## src/rtl/idli_pkg.sv

```systemverilog
// Shared types and constants for the idli decode front end.
package idli_pkg;

  // Nibbles in one instruction word, and in one trailing immediate.
  localparam int unsigned NIBBLES_PER_INSN = 4;

  // Width of the per-phase nibble counter.
  localparam int unsigned SEQ_CNT_W = $clog2(NIBBLES_PER_INSN);

  // Decode sequencer phases.
  typedef enum logic [1:0] {
    Idle = 2'd0,
    Insn = 2'd1,
    Imm  = 2'd2
  } seq_state_t;

  // True on the final nibble of an instruction or immediate phase.
  function automatic logic seq_cnt_last(input logic [SEQ_CNT_W-1:0] cnt);
    return cnt == SEQ_CNT_W'(NIBBLES_PER_INSN - 1);
  endfunction

endpackage

```

## src/rtl/idli_nib_fifo_m.sv

```systemverilog
// Fall-through nibble FIFO. The head entry is visible combinationally and
// clear has priority over push and pop.
module idli_nib_fifo_m #(
  parameter int unsigned DEPTH = 16
) (
  input  logic                     i_gck,
  input  logic                     i_rst_n,
  input  logic                     i_clr,
  input  logic                     i_push,
  input  logic                     i_pop,
  input  logic [3:0]               i_data,
  output logic [$clog2(DEPTH):0]   o_occ,
  output logic [3:0]               o_head
);

  localparam int unsigned AW = $clog2(DEPTH);

  logic [3:0]    mem_q [DEPTH];
  logic [AW-1:0] wptr_q;
  logic [AW-1:0] rptr_q;
  logic [AW:0]   occ_q;

  // Pointers and occupancy; pointers wrap naturally at DEPTH (power of two).
  always_ff @(posedge i_gck or negedge i_rst_n) begin
    if (!i_rst_n) begin
      wptr_q <= '0;
      rptr_q <= '0;
      occ_q  <= '0;
    end else if (i_clr) begin
      wptr_q <= '0;
      rptr_q <= '0;
      occ_q  <= '0;
    end else begin
      if (i_push) wptr_q <= wptr_q + 1'b1;
      if (i_pop)  rptr_q <= rptr_q + 1'b1;
      unique case ({i_push, i_pop})
        2'b10:   occ_q <= occ_q + 1'b1;
        2'b01:   occ_q <= occ_q - 1'b1;
        default: occ_q <= occ_q;
      endcase
    end
  end

  // Storage; reset so the head reads 0 rather than X out of reset.
  always_ff @(posedge i_gck or negedge i_rst_n) begin
    if (!i_rst_n) begin
      for (int i = 0; i < DEPTH; i++) mem_q[i] <= '0;
    end else if (i_push && !i_clr) begin
      // At full with a pop, this slot is the head being read this cycle.
      mem_q[wptr_q] <= i_data;
    end
  end

  assign o_occ  = occ_q;
  assign o_head = mem_q[rptr_q];

endmodule

```

## src/rtl/idli_dcd_seq_m.sv

```systemverilog
// Decode sequencer: buffers the SQI nibble stream and starts an instruction
// only once every nibble it could need is already buffered, because the
// decoder cannot be paused mid-instruction. A flush mid-instruction feeds
// zero filler nibbles so the decoder completes, and kills the resulting op.
module idli_dcd_seq_m
  import idli_pkg::*;
#(
  parameter int unsigned DEPTH     = 16,  // power of two, >= 8
  parameter int unsigned START_THR = 8    // 8 <= START_THR <= DEPTH
) (
  input  logic       i_dcd_gck,
  input  logic       i_dcd_rst_n,
  input  logic [3:0] i_mem_data,
  input  logic       i_mem_vld,
  output logic       o_mem_rdy,
  input  logic       i_flush,
  input  logic       i_exe_stall,
  output logic [3:0] o_dcd_enc,
  output logic       o_dcd_enc_vld,
  input  logic       i_dcd_op_vld,
  input  logic       i_dcd_imm,
  output logic       o_exe_op_vld,
  output logic       o_busy
);

  localparam int unsigned OCC_W = $clog2(DEPTH) + 1;
  localparam logic [OCC_W-1:0] FULL_OCC  = OCC_W'(DEPTH);
  localparam logic [OCC_W-1:0] START_OCC = OCC_W'(START_THR);

  logic [OCC_W-1:0]     occ;
  logic [3:0]           head;
  logic                 push;
  logic                 pop;
  logic                 start;

  seq_state_t           state_q;
  logic [SEQ_CNT_W-1:0] cnt_q;
  logic                 kill_q;    // op of the current instruction must not reach execute
  logic                 filler_q;  // drive zeros instead of FIFO data

  idli_nib_fifo_m #(
    .DEPTH (DEPTH)
  ) u_fifo (
    .i_gck   (i_dcd_gck),
    .i_rst_n (i_dcd_rst_n),
    .i_clr   (i_flush),
    .i_push  (push),
    .i_pop   (pop),
    .i_data  (i_mem_data),
    .o_occ   (occ),
    .o_head  (head)
  );

  // Start and nibble handshakes; the first nibble goes out in the start cycle.
  always_comb begin
    start         = (state_q == Idle) && (occ >= START_OCC) && !i_exe_stall && !i_flush;
    o_dcd_enc_vld = start || (state_q != Idle);
    pop           = o_dcd_enc_vld && !filler_q;
    o_mem_rdy     = (occ != FULL_OCC) || pop;
    push          = i_mem_vld && o_mem_rdy;
    o_dcd_enc     = filler_q ? 4'h0 : head;
    o_busy        = (state_q != Idle);
    o_exe_op_vld  = i_dcd_op_vld && !kill_q && !i_flush;
  end

  // Sequencer FSM. The start cycle is nibble 0, so Insn begins at cnt=1.
  always_ff @(posedge i_dcd_gck or negedge i_dcd_rst_n) begin
    if (!i_dcd_rst_n) begin
      state_q  <= Idle;
      cnt_q    <= '0;
      kill_q   <= 1'b0;
      filler_q <= 1'b0;
    end else begin
      unique case (state_q)
        Idle: begin
          if (start) begin
            state_q <= Insn;
            cnt_q   <= SEQ_CNT_W'(1);
          end
        end
        Insn: begin
          if (seq_cnt_last(cnt_q)) begin
            cnt_q <= '0;
            if (i_dcd_imm) begin
              // Immediate still runs (possibly on filler) so the decoder finishes.
              state_q <= Imm;
              if (i_flush) begin
                kill_q   <= 1'b1;
                filler_q <= 1'b1;
              end
            end else begin
              state_q  <= Idle;
              kill_q   <= 1'b0;
              filler_q <= 1'b0;
            end
          end else begin
            cnt_q <= cnt_q + 1'b1;
            if (i_flush) begin
              kill_q   <= 1'b1;
              filler_q <= 1'b1;
            end
          end
        end
        Imm: begin
          if (seq_cnt_last(cnt_q)) begin
            state_q  <= Idle;
            cnt_q    <= '0;
            kill_q   <= 1'b0;
            filler_q <= 1'b0;
          end else begin
            cnt_q <= cnt_q + 1'b1;
            if (i_flush) begin
              kill_q   <= 1'b1;
              filler_q <= 1'b1;
            end
          end
        end
        default: begin
          state_q  <= Idle;
          cnt_q    <= '0;
          kill_q   <= 1'b0;
          filler_q <= 1'b0;
        end
      endcase
    end
  end

endmodule

```

## config.mk

```make
export PLATFORM = sky130hd
export DESIGN_NAME = idli_dcd_seq_m
export DESIGN_NICKNAME = d
export VERILOG_FILES = /design/src/rtl/idli_pkg.sv /design/src/rtl/idli_nib_fifo_m.sv /design/src/rtl/idli_dcd_seq_m.sv
export SDC_FILE = /design/constraint.sdc
export NUM_CORES = 1
export LEC_CHECK = 0
export CAP_MARGIN = 20
export CORE_MARGIN = 4
export CORE_UTILIZATION = 55
export CTS_BUF_LIST = sky130_fd_sc_hd__clkbuf_8 sky130_fd_sc_hd__clkbuf_16
export CTS_CLUSTER_DIAMETER = 200
export DETAILED_ROUTE_END_ITERATION = 16
export PLACE_DENSITY = 0.87
export SYNTH_ARGS = -nofsm -noshare
export SYNTH_HDL_FRONTEND = slang
export SYNTH_SLANG_ARGS = --single-unit
```

## constraint.sdc

```tcl
create_clock -name i_dcd_gck -period 2.6 [get_ports i_dcd_gck]
set_input_delay 0.65 -clock i_dcd_gck [delete_from_list [all_inputs] [get_ports i_dcd_gck]]
set_output_delay 0.65 -clock i_dcd_gck [all_outputs]
set_load 0.03 [all_outputs]
```

Run 1, signal metal coverage by tile:
The die is cut into 19 by 19 equal tiles; dark blue is low, red is high, scaled to the fullest tile. Values are wire area over tile area, all layers added.
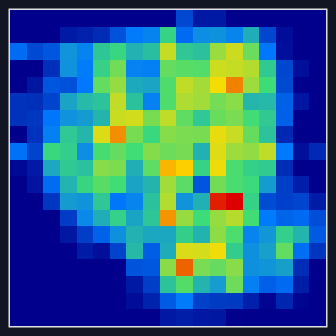
emptiest ninth of the die: lower left
nearly empty tiles: 26%
fullest tile: 0.52
tiles over half the peak: 24%
wirelength, routed: 9020 um
Via Count: 2802
mean routed wirelength per cell: 18.6 um

Run 1, clock distribution:
Scale bar: 20 um.
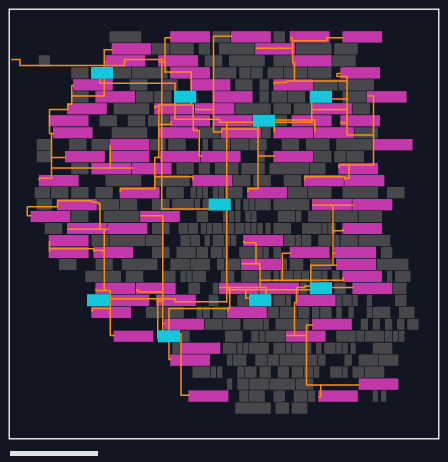
legend:
  magenta:
    item: flip-flops
    count: 83
  orange:
    item: clock wires
    length: 965 um
  cyan:
    item: clock-net drivers
    count: 9
routed clock nets: 10
flops lie: spread over the die
skew final: 14.6 ps
P_clk: 877 uW
Clk pwr share: 20.0%

Run 1, sequential cells colored by netlist name:
Other sequential cells in the stronger gray, the rest of the logic in the fainter gray.
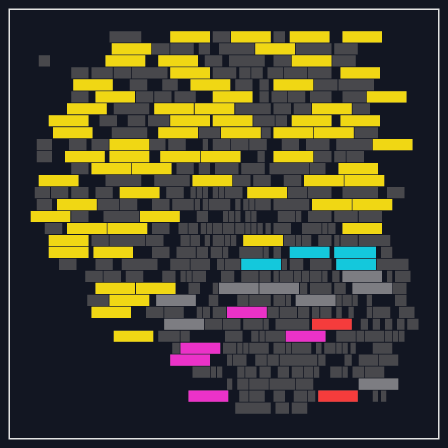
legend:
  cyan:
    signal: u_fifo.rptr_q
    placed_flops: 4
    where: middle right
  yellow:
    signal: u_fifo.mem_q
    placed_flops: 64
  magenta:
    signal: u_fifo.o_occ
    placed_flops: 5
    where: bottom center
  red:
    signal: cnt_q
    placed_flops: 2
not colored: 8

Run 1, clock routing:
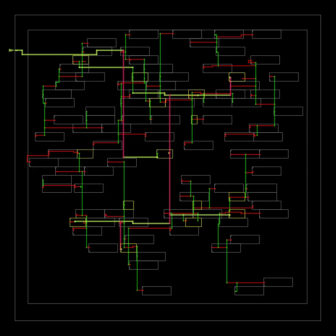
Num CTS Buffers: 9
Insertion Delay late pin: 360 ps
CTS sink cnt: 83

==> impl_metrics.env, run 1 <==
# flow metrics
export IMPL_run_status="finished, violations left"
export IMPL_failed_checks="setup timing"
export IMPL_top_area_cell="dfrtp_1"
export IMPL_comb_cells=227
export IMPL_cp_arrival_ps=2000
export IMPL_drtPass1Iterations=5
export IMPL_ant_nets=0
export IMPL_finish_utilization_pct=65.8
export IMPL_ys_types=42
export IMPL_area_leaders="dfrtp_1, mux2_2, mux4_2"
export IMPL_ys_sh_xor_pct=0.800
export IMPL_path_clk_slew_ps=80
export IMPL_ys_seq_share_pct=47.4
export IMPL_synth_edff_count=0
export IMPL_dieWidth_um=97.2
export IMPL_dpl_worst_slack_ps=-461
export IMPL_flop_count=83
export IMPL_seqPwrFrac_pct=37.9
export IMPL_drt_iter0_markers=179
export IMPL_ys_ff=83
export IMPL_slowest_delay_ps=500
export IMPL_worst_path_max_fanout=8
export IMPL_synth_async_sr_flop_share_pct=100
export IMPL_comb_share_pct=43.4
export IMPL_seq_area_share_pct=40.9
export IMPL_layout_nonclk_buf_share_pct=8.62
export IMPL_grt_use_total_pct=19.1
export IMPL_dp_cells=460
export IMPL_switching_power_uw=1550
export IMPL_aoi_share_pct=4.23
export IMPL_cts_path_max_buffers=2
export IMPL_final_cell_mix="dfrtp_1, mux2_2, nor2_1, buf_4, nand2_1"
export IMPL_fin_total_pwr_uw=4370
export IMPL_grt_pass1_wl_um=14500
export IMPL_area_growth_syn_to_layout_pct=16.0
export IMPL_hold_violations=0
export IMPL_critPathCaptureType="output pin"
export IMPL_cts_setup_buffers=8
export IMPL_antenna_found_initial=0
export IMPL_route_detailed_drc=0
export IMPL_worstPathRequired_ps=1950
export IMPL_final_area_um2=5080
export IMPL_clockNetworkAreaShare_pct=3.67
export IMPL_worst_pin_slew_ps=647
export IMPL_hold_path_class="in2async"
export IMPL_path_class="reg2out"
export IMPL_worst_slack_ps=-54.5
export IMPL_synth_top_area_share_pct=47.4
export IMPL_cp_cell_sequence="buf_12 -> buf_6 -> mux4_2 -> mux2i_1 -> o22ai_1 -> buf_4"
export IMPL_tritoncts="yes"
export IMPL_slew_violations=0
export IMPL_slew_headroom_pct=56.8
export IMPL_startpoint_type="flop"
export IMPL_switching_share_pct=35.4
export IMPL_grt_max_degree=49
export IMPL_final_cells=486
export IMPL_die_area_um2=9460
export IMPL_ir_worst_vdd_mv=0.439
export IMPL_root_buffer="clkbuf_8"
export IMPL_fp_dieH_um=97.2
export IMPL_io_pins=19
export IMPL_place_congestion=0.868
export IMPL_seq_area_um2=2080
export IMPL_via_per_inst=5.77
export IMPL_setup_violations=3
export IMPL_warning_count=35
export IMPL_core_um2=7730
export IMPL_avgSynthCellArea_um2=12.8
export IMPL_ys_sh_mux_pct=29.5
export IMPL_place_port_buffers=18
export IMPL_largest_class="logic gates"
export IMPL_cts_resized=35
export IMPL_fin_crit_sh_pct=102
export IMPL_whs_ps=248
export IMPL_n_clock_buffer=12
export IMPL_common_cells="dfrtp_1, mux2_2, nor2_1"
export IMPL_syn_inst=343
export IMPL_rsz0062_at_grt="yes"
export IMPL_adder_share_pct=4.46
export IMPL_ys_chip_area_um2=4380
export IMPL_setup_tns_ps=-89.0
export IMPL_drv_cap=0
export IMPL_placed_area_um2=4740
export IMPL_grt_pass1_vias=2925
export IMPL_fill_cells=547
export IMPL_antenna_cells=0
export IMPL_p_leak_uw=0.00237
export IMPL_syn_nets=369
export IMPL_overflow=0
export IMPL_ys_cells=343
export IMPL_fin_crit_ps=2650
export IMPL_cts_hold_buffers=0
export IMPL_simple_gate_area_share_pct=9.97
export IMPL_final_nets=406
export IMPL_detailed_place_hpwl_um=5990
export IMPL_syn_cell_area_um2=4380
export IMPL_synthFlopType="dfrtp_1"
export IMPL_power_density_nw_per_um2=861
export IMPL_slowest_stage="mux4_2"
export IMPL_clock_fmax_mhz=377
export IMPL_well_tap_count=102
export IMPL_yosys_warnings=0
export IMPL_mi_logic_area_um2=2200
export IMPL_top_cell="dfrtp_1"
export IMPL_ys_top_logic_family="multiplexers"
export IMPL_drive_gt1_share_pct=40.6
export IMPL_lay_top_count="dfrtp_1"
export IMPL_inverters_excl_clock=13
export IMPL_n_all_buffers=46
export IMPL_p_int_uw=2830
export IMPL_combinationalPowerShare_pct=42.0
export IMPL_num_rows=32
export IMPL_initCoreUtil_pct=56.7
export IMPL_cts_max_level=3
-- run 1: registers in the layout, summed over array words and instances (netlist names) --
| name | count |
|---|---|
| u_fifo.mem_q | 64 |
| kill_q | 1 |
| u_fifo.rptr_q | 4 |
| u_fifo.o_occ | 5 |
| filler_q | 1 |
| state_q | 2 |
| u_fifo.wptr_q | 4 |
| cnt_q | 2 |
-- run 1: worst max-delay path, delay by kind of cell (launching register included) --
family	cells	cell delay, ps
buf+inv	3	440
compound gates	1	100
flops	1	430
mux	2	670
-- run 1: final timing paths --
check | from | slack [ps] | cells after the start | end
worst max-delay path | u_fifo.rptr_q[0]$_DFFE_PN0P_ | -50 | 6 | o_dcd_enc[0]
worst min-delay path | i_dcd_rst_n | 250 | 1 | u_fifo.mem_q[37]$_DFFE_PN0P_
worst max register to register | state_q[0]$_DFFE_PN0P_ | 160 | 11 | u_fifo.o_occ[4]$_DFFE_PN0P_
worst min register to register | cnt_q[1]$_DFFE_PN0N_ | 490 | 2 | cnt_q[1]$_DFFE_PN0N_
max in group asynchronous | i_dcd_rst_n | 1740 | 2 | u_fifo.rptr_q[0]$_DFFE_PN0P_
min in group i_dcd_gck | cnt_q[1]$_DFFE_PN0N_ | 490 | 2 | cnt_q[1]$_DFFE_PN0N_
-- run 1: power groups by stage --
stage	Sequential (uW)	Clock, uW	Combinational [uW]
after CTS	1650	896	1750
after floorplan	1620	0	1140
after global placement	1660	0	1600
after global routing	1690	950	1990
after detailed placement	1670	0	1650
final	1660	877	1840
-- run 1: per-layer routing --
metal	global-route usage [%]	routed length (um)	vias up
met4	4.90	96	0
met2	32.3	4690	60
met3	5.03	372	12
met5	0	0	-
li1	-	-	1286
met1	24.8	3870	1444
Run 1, cells colored by class:
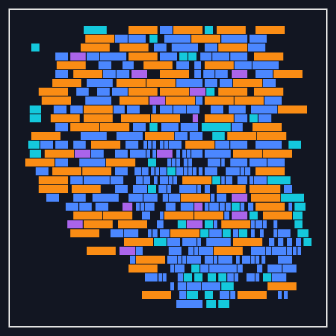

==> run 2, diff against run 1 <==
--- a/config.mk
+++ b/config.mk
@@ -10,8 +10,10 @@
 export CORE_UTILIZATION = 55
 export CTS_BUF_LIST = sky130_fd_sc_hd__clkbuf_8 sky130_fd_sc_hd__clkbuf_16
 export CTS_CLUSTER_DIAMETER = 200
+export CTS_CLUSTER_SIZE = 10
 export DETAILED_ROUTE_END_ITERATION = 16
-export PLACE_DENSITY = 0.87
+export HOLD_SLACK_MARGIN = 0.03
+export PLACE_DENSITY = 0.84
 export SYNTH_ARGS = -nofsm -noshare
 export SYNTH_HDL_FRONTEND = slang
 export SYNTH_SLANG_ARGS = --single-unit
==> constraint.sdc (replaced) <==
create_clock -name i_dcd_gck -period 2.8 [get_ports i_dcd_gck]
set_input_delay 0.7 -clock i_dcd_gck [delete_from_list [all_inputs] [get_ports i_dcd_gck]]
set_output_delay 0.7 -clock i_dcd_gck [all_outputs]
set_load 0.03 [all_outputs]
Run 2, cells colored by class:
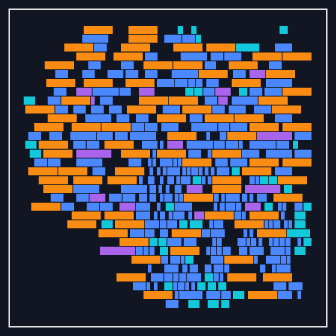
legend:
  cyan:
    class: remaining buffers and delay cells
    cells: 41
    share_of_their_area: 7.2%
  purple:
    class: clock drivers and dummy loads
    cells: 16
    share_of_their_area: 5.4%
  orange:
    class: sequential cells
    cells: 83
    share_of_their_area: 42%
  blue:
    class: remaining logic cells
    cells: 240
    share_of_their_area: 45%

Run 2, clock distribution:
Scale bar: 20 um.
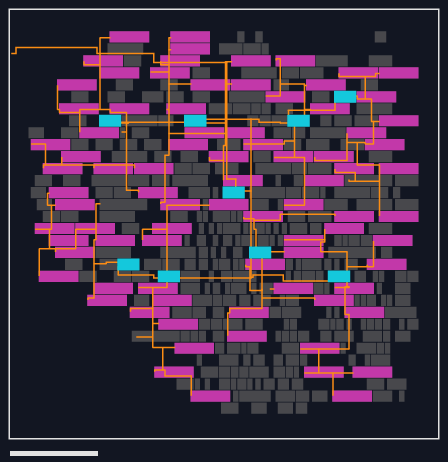
legend:
  cyan:
    item: clock-net drivers
    count: 9
  orange:
    item: clock wires
    length: 969 um
  magenta:
    item: flip-flops
    count: 83
routed clock nets: 10
skew final: 6.41 ps
P_clk: 1120 uW
Insertion Delay late pin: 350 ps
Clk pwr share: 26.7%

==> run 2 against run 1 <==
Compared with the run above:
- the run now ends clean
- register-to-register slack improved by 100 ps
- sequential power fell by 8%
- via count fell by 0.46%
- core utilization fell by 0.73 points
- final area fell by 1.1%
- clock skew fell by 8.2 ps
- synthesized cell count did not move
- cell count fell by 0.82%
==> impl_metrics.env, run 2 <==
# flow metrics
export IMPL_dpl_worst_slack_ps=-213
export IMPL_ys_sh_mux_pct=29.5
export IMPL_finish_utilization_pct=65.0
export IMPL_run_status="completed"
export IMPL_cp_arrival_ps=2060
export IMPL_drtPass1Iterations=4
export IMPL_largest_register_ffs=64
export IMPL_die_area_um2=9460
export IMPL_synth_async_sr_flop_share_pct=100
export IMPL_synth_edff_count=0
export IMPL_whs_ps=282
export IMPL_worst_slack_ps=41.0
export IMPL_grt_pass1_wl_um=14800
export IMPL_place_congestion=0.837
export IMPL_cts_buffers=9
export IMPL_path_class="in2out"
export IMPL_ys_types=42
export IMPL_dieWidth_um=97.2
export IMPL_final_cells=482
export IMPL_yosys_warnings=0
export IMPL_crit_family="buffers and inverters"
export IMPL_p_leak_uw=0.00236
export IMPL_rsz0062_at_grt="yes"
export IMPL_switching_power_uw=1380
export IMPL_lay_top_count="dfrtp_1"
export IMPL_path_clk_slew_ps=80
export IMPL_cp_num_buf_inv=4
export IMPL_ys_top_logic_family="multiplexers"
export IMPL_fin_total_pwr_uw=4180
export IMPL_area_leaders="dfrtp_1, mux2_2, mux4_2"
export IMPL_power_density_nw_per_um2=832
export IMPL_worst_path_max_fanout=13
export IMPL_num_rows=32
export IMPL_initCoreUtil_pct=56.7
export IMPL_simple_gate_area_share_pct=9.97
export IMPL_cts_max_level=3
export IMPL_final_nets=401
export IMPL_drive_gt1_share_pct=38.2
export IMPL_worstPathRequired_ps=2100
export IMPL_io_pins=19
export IMPL_p_int_uw=2800
export IMPL_drv_cap=0
export IMPL_syn_nets=369
export IMPL_seqPwrFrac_pct=36.6
export IMPL_detailed_place_hpwl_um=6130
export IMPL_startpoint_type="primary input"
export IMPL_ys_chip_area_um2=4380
export IMPL_aoi_share_pct=4.23
export IMPL_clock_fmax_mhz=362
export IMPL_tritoncts="yes"
export IMPL_final_area_um2=5030
export IMPL_combinationalPowerShare_pct=36.8
export IMPL_area_growth_syn_to_layout_pct=14.7
export IMPL_hold_violations=0
export IMPL_synthFlopType="dfrtp_1"
export IMPL_adder_share_pct=4.46
export IMPL_slew_violations=0
export IMPL_common_cells="dfrtp_1, mux2_2, nor2_1"
export IMPL_ys_ff=83
export IMPL_fin_crit_sh_pct=98.5
export IMPL_warning_count=34
export IMPL_synth_top_area_share_pct=47.4
export IMPL_vias=2789
export IMPL_crit_path_start="i_flush"
export IMPL_cts_path_max_buffers=2
export IMPL_avgSynthCellArea_um2=12.8
export IMPL_critPathCaptureType="output pin"
export IMPL_cp_cell_sequence="clkdlybuf4s50_1 -> o31a_1 -> buf_4 -> o211ai_2 -> buf_6 -> buf_4"
export IMPL_ys_seq_share_pct=47.4
export IMPL_cts_hold_buffers=0
export IMPL_grt_pass1_vias=3001
export IMPL_ant_nets=0
export IMPL_hold_path_class="in2async"
export IMPL_setup_tns_ps=0
export IMPL_slew_headroom_pct=59.6
export IMPL_core_um2=7730
export IMPL_grt_max_degree=53
export IMPL_via_per_inst=5.79
export IMPL_grt_use_total_pct=19.3
export IMPL_slowest_delay_ps=410
export IMPL_root_buffer="clkbuf_8"
export IMPL_ys_sh_xor_pct=0.800
export IMPL_wl_per_cell_um=17.9
export IMPL_cts_sinks=83
export IMPL_slowest_stage="clkdlybuf4s50_1"
export IMPL_dp_cells=461
export IMPL_fp_dieH_um=97.2
export IMPL_syn_inst=343
export IMPL_placed_area_um2=4730
export IMPL_r2r_start="state_q[0]$_DFFE_PN0P_"
export IMPL_syn_cell_area_um2=4380
export IMPL_drt_iter0_markers=154
export IMPL_switching_share_pct=33.0
export IMPL_route_detailed_drc=0
export IMPL_ir_worst_vdd_mv=0.387
export IMPL_place_port_buffers=18
export IMPL_ys_cells=343
export IMPL_top_register="u_fifo.mem_q"
export IMPL_antenna_found_initial=0
export IMPL_top_cell="dfrtp_1"
export IMPL_final_cell_mix="dfrtp_1, mux2_2, nor2_1, buf_4, nand2_1"
export IMPL_setup_violations=0
==> run 2: cell types whose count changed in the layout (fill, tap and decap cells not counted), moves of 3 or more <==
cell / before / now
buf_2: 0 / 4
buf_4: 28 / 24
buf_6: 4 / 1
bufinv_16: 0 / 4
clkbuf_8: 12 / 9
==> run 2: worst paths after layout <==
| path | endpoint | slack [ps] | cells past startpoint |
|---|---|---|---|
| min in group i_dcd_gck | u_fifo.mem_q[61]$_DFFE_PN0P_ | 510 | 1 |
| worst max-delay path | o_mem_rdy | 40 | 6 |
| max in group asynchronous | u_fifo.mem_q[62]$_DFFE_PN0P_ | 1910 | 2 |
| worst min-delay path | u_fifo.mem_q[1]$_DFFE_PN0P_ | 280 | 1 |
| worst max register to register | u_fifo.o_occ[4]$_DFFE_PN0P_ | 260 | 11 |
| worst min register to register | u_fifo.mem_q[61]$_DFFE_PN0P_ | 510 | 1 |
==> run 2: final cells by class <==
type | count | area, um2
sequential | 83 | 2080
inverter | 13 | 48.8
clock buffer | 9 | 124
fill | 564 | 2700
clock inverter | 7 | 141
tap | 102 | 128
timing repair buffer | 41 | 352
multi-input combinational | 227 | 2160
==> run 2: power groups by stage <==
stage | Combinational, uW | Sequential, uW | Clock [uW]
after floorplan | 1060 | 1510 | 0
after global placement | 1480 | 1530 | 0
after detailed placement | 1530 | 1550 | 0
after CTS | 1530 | 1530 | 1130
after global routing | 1670 | 1560 | 1190
final | 1540 | 1530 | 1120
==> run 2: metal layers <==
layer / routed length, um / GRT usage (%) / up-vias
met5: 0 / 0 / -
li1: - / - / 1276
met2: 4320 / 32.1 / 63
met3: 331 / 5.38 / 10
met1: 3830 / 25.2 / 1440
met4: 134 / 5.01 / 0
==> run 2: repair_timing <==
item,CTS,global route
setup endpoints to repair,5,4
pin swaps,0,0
buffers inserted,3,2
resized,22,2
Power figures rest on the tool's default switching activity, not on a simulated workload.
